===== config.mk =====
export PLATFORM = sky130hd
export DESIGN_NAME = regfile_param
export DESIGN_NICKNAME = d
export VERILOG_FILES = /design/src/rtl/regfile_param.sv
export SDC_FILE = /design/constraint.sdc
export NUM_CORES = 2
export LEC_CHECK = 0
export CAP_MARGIN = 20
export CORE_MARGIN = 8
export CORE_UTILIZATION = 40
export CTS_CLUSTER_SIZE = 10
export DETAILED_ROUTE_END_ITERATION = 6
export PLACE_DENSITY = 0.58
export SLEW_MARGIN = 20
export SYNTH_ARGS = -nofsm -noshare
export SYNTH_HDL_FRONTEND = slang
export SYNTH_SLANG_ARGS = --single-unit

===== constraint.sdc =====
create_clock -name clk -period 5.8 [get_ports clk]
set_input_delay 1.74 -clock clk [delete_from_list [all_inputs] [get_ports clk]]
set_output_delay 1.74 -clock clk [all_outputs]
set_load 0.02 [all_outputs]

===== src/rtl/regfile_param.sv =====
// Parametrised register file: two combinational read ports and two write ports
// (port 1 wins on collision), optional bypass and zero register, and a bulk-clear sweep.
module regfile_param #(
   parameter int DATA_W   = 32,
   parameter int ADDR_W   = 5,
   parameter bit ZERO_REG = 1'b1,
   parameter bit BYPASS   = 1'b1
) (
   input  logic              clk,
   input  logic              rst,
   input  logic              w0_en,
   input  logic [ADDR_W-1:0] w0_add,
   input  logic [DATA_W-1:0] w0_data,
   input  logic              w1_en,
   input  logic [ADDR_W-1:0] w1_add,
   input  logic [DATA_W-1:0] w1_data,
   input  logic [ADDR_W-1:0] rl_add,
   input  logic [ADDR_W-1:0] rr_add,
   output logic [DATA_W-1:0] rl_data,
   output logic [DATA_W-1:0] rr_data,
   input  logic              clr_req,
   output logic              clr_busy,
   output logic              clr_done
);
   localparam int DEPTH = 2**ADDR_W;

   typedef enum logic [1:0] {
      S_IDLE  = 2'd0,
      S_SWEEP = 2'd1,
      S_DONE  = 2'd2
   } state_t;

   state_t            r_state;
   logic [ADDR_W-1:0] r_idx;
   logic              r_busy;
   logic              r_done;
   logic [DATA_W-1:0] r_mem [DEPTH];

   logic w_wr_ok;
   logic w_w1_commit;
   logic w_w0_commit;

   // A write commits only outside reset and outside the sweep; port 0 yields to port 1.
   assign w_wr_ok     = rst && (r_state != S_SWEEP);
   assign w_w1_commit = w_wr_ok && w1_en && !(ZERO_REG && (w1_add == '0));
   assign w_w0_commit = w_wr_ok && w0_en && !(ZERO_REG && (w0_add == '0))
                        && !(w1_en && (w1_add == w0_add));

   function automatic logic [DATA_W-1:0] f_read(
      input logic [ADDR_W-1:0] addr,
      input logic [DATA_W-1:0] stored,
      input logic              c1,
      input logic [ADDR_W-1:0] a1,
      input logic [DATA_W-1:0] d1,
      input logic              c0,
      input logic [ADDR_W-1:0] a0,
      input logic [DATA_W-1:0] d0
   );
      logic [DATA_W-1:0] v;
      v = stored;
      if (BYPASS && c0 && (addr == a0)) v = d0;
      if (BYPASS && c1 && (addr == a1)) v = d1;
      if (ZERO_REG && (addr == '0))     v = '0;
      return v;
   endfunction

   assign rl_data = f_read(rl_add, r_mem[rl_add], w_w1_commit, w1_add, w1_data,
                           w_w0_commit, w0_add, w0_data);
   assign rr_data = f_read(rr_add, r_mem[rr_add], w_w1_commit, w1_add, w1_data,
                           w_w0_commit, w0_add, w0_data);

   assign clr_busy = r_busy;
   assign clr_done = r_done;

   always_ff @(posedge clk) begin
      if (!rst) begin
         r_state <= S_IDLE;
         r_idx   <= '0;
         r_busy  <= 1'b0;
         r_done  <= 1'b0;
         for (int i = 0; i < DEPTH; i++) r_mem[i] <= '0;
      end else begin
         case (r_state)
            S_IDLE: begin
               r_done <= 1'b0;
               if (clr_req) begin
                  r_state <= S_SWEEP;
                  r_idx   <= '0;
                  r_busy  <= 1'b1;
               end
            end
            S_SWEEP: begin
               r_mem[r_idx] <= '0;
               if (r_idx == ADDR_W'(DEPTH-1)) begin
                  r_state <= S_DONE;
                  r_idx   <= '0;
                  r_busy  <= 1'b0;
                  r_done  <= 1'b1;
               end else begin
                  r_idx <= r_idx + ADDR_W'(1);
               end
            end
            S_DONE: begin
               r_state <= S_IDLE;
               r_done  <= 1'b0;
            end
            default: begin
               r_state <= S_IDLE;
               r_busy  <= 1'b0;
               r_done  <= 1'b0;
            end
         endcase
         if (w_w0_commit) r_mem[w0_add] <= w0_data;
         if (w_w1_commit) r_mem[w1_add] <= w1_data;
      end
   end
endmodule


==> CHANGELOG.md <==
### Physical design

* Status: complete, but fails checks
* Violations in the final reports: DRC, setup timing
* GR Util All Layers at 0.2990
* Postcts setup bufs at 27
* Worst EP required at 4060 ps
* Rel. slew slack at 0.2728
* CLK BUF at 162
* Largest net degree at the start of global routing at between 70 and 80
* Avg Vias per Cell at around 7.0
* Detail Route Antenna Nets at 0
* Tapcells at 2030
* Worst-path clk slew at 60 ps
* GR Overflow Total at 0
* Setup-failing EPs final at 4
* Final Max Slew Viols at 0
* Total power at 18.59 mW
* Post-route DRC at 6
* Final Non-Filler Cells at 6790
* Pwr top: sequential cells
* # diodes at 2
* Seq pwr share at 0.467
* CTS tree: yes
* Initial antenna violation count at 7
* Top Layout Cells: edfxtp_1, a22o_1, buf_4, mux4_2, nand2_1
* Inverters at 6
* Ys cells at 4484
* GP Congestion at 0.9897
* P per Cell Area at 257.7 nW/um2
* Crit path launch type: primary input
* Area fraction in xor and xnor cells at 0.003612
* Repair and plain buffers at 736
* Setup WS post-layout at -76.48 ps
* Pre-Place Util at 0.4009
* Tool warnings at 29
* I/O Buffers at between 150 and 200
* Sequential cell area at approximately 31000 um2
* Post-synth regs at 1033
* Seq group at 8.68 mW
* Top cells by count, synth: edfxtp_1, a22o_1, clkbuf_1
* Logic area at between 20000 and 30000 um2
* Synthesized instance count at 4484
* Combinational Power Share at 0.161
* Sw Ratio at 0.2712
* Design area at between 70000 and 80000 um2
* Vias in the first global route at 46990
* Hold_buf cts at 0
* Area fraction in mux cells at 0.2113
* CTS Root Cell: clkbuf_16
* Seq share, synth at 0.5102
* Yosys warns at 0
* Combinational share of cell area at 0.3908
* Synth Cell Area at 60620 um2
* Die height at ~400 um
* Sequential cell area share at 0.4289
* Initial DRC Count at 6580
* Hold crit path type: flip-flop to flip-flop
* CP Max Fanout at 16
* RSZ-0062 raised after global routing: true
* Layout cells sized above 1 at 0.3033
* Final Hold Viols at 0
* Top cells by area: edfxtp_1, mux4_2, a22o_1, mux2i_1, clkbuf_1
* Top flop regs: r_mem (1024), r_idx (5), r_state (2)
* H-Tree Depth at 3
* Main logic family after synthesis: multiplexers
-- worst max-delay path, cell delays in order --
cell	delay [ps]
dlygate4sd2_1	270
or3_4	410
o31ai_4	380
nor4_4	80
buf_4	180
buf_6	140
buf_12	150
nor2b_1	160
nor4_4	420
buf_6	190
-- routing by layer --
metal  up-vias  track usage  share of wire
met5         -            0        0.00022
met4        10       0.1820          0.073
met3       773      0.08053           0.12
met2      3563       0.4653           0.45
met1     24110       0.3729           0.35
li1      18850            -              -
-- final timing paths --
path                            startpoint             to  slack, ps  cells past startpoint
worst max-delay path             w1_add[4]    rr_data[30]        -80                     10
worst min-delay path              clr_done       clr_done        480                      2
worst max register to register  r_state[1]  r_mem[15][15]       2240                      8
worst min register to register    clr_done       clr_done        480                      2
Clock routing:
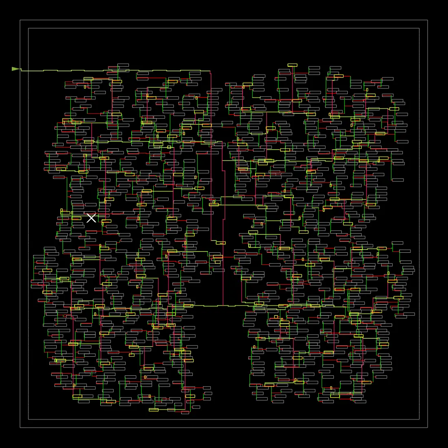
clock latency on the worst-skew pair: 750 ps
CTS sink cnt: 1033
P_clk: 6.92 mW
Flop Count: 1033

Metal 3:
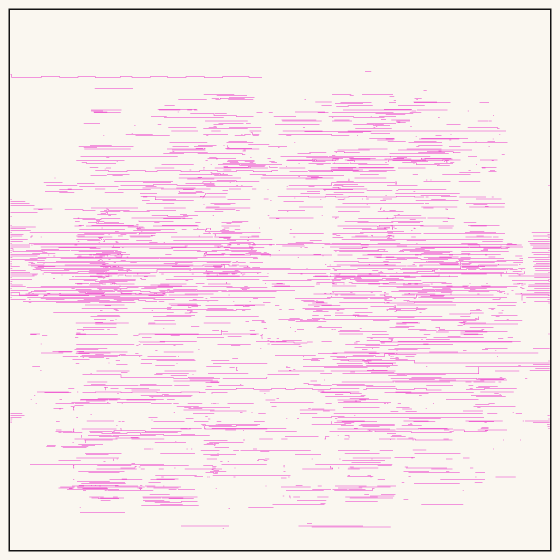
share of all routed wire	12%
wire length on this layer	30.8 mm
main direction	horizontal
nets with wire on the layer	870
longest straight run	166 um

Power and IR drop assume default switching activity.
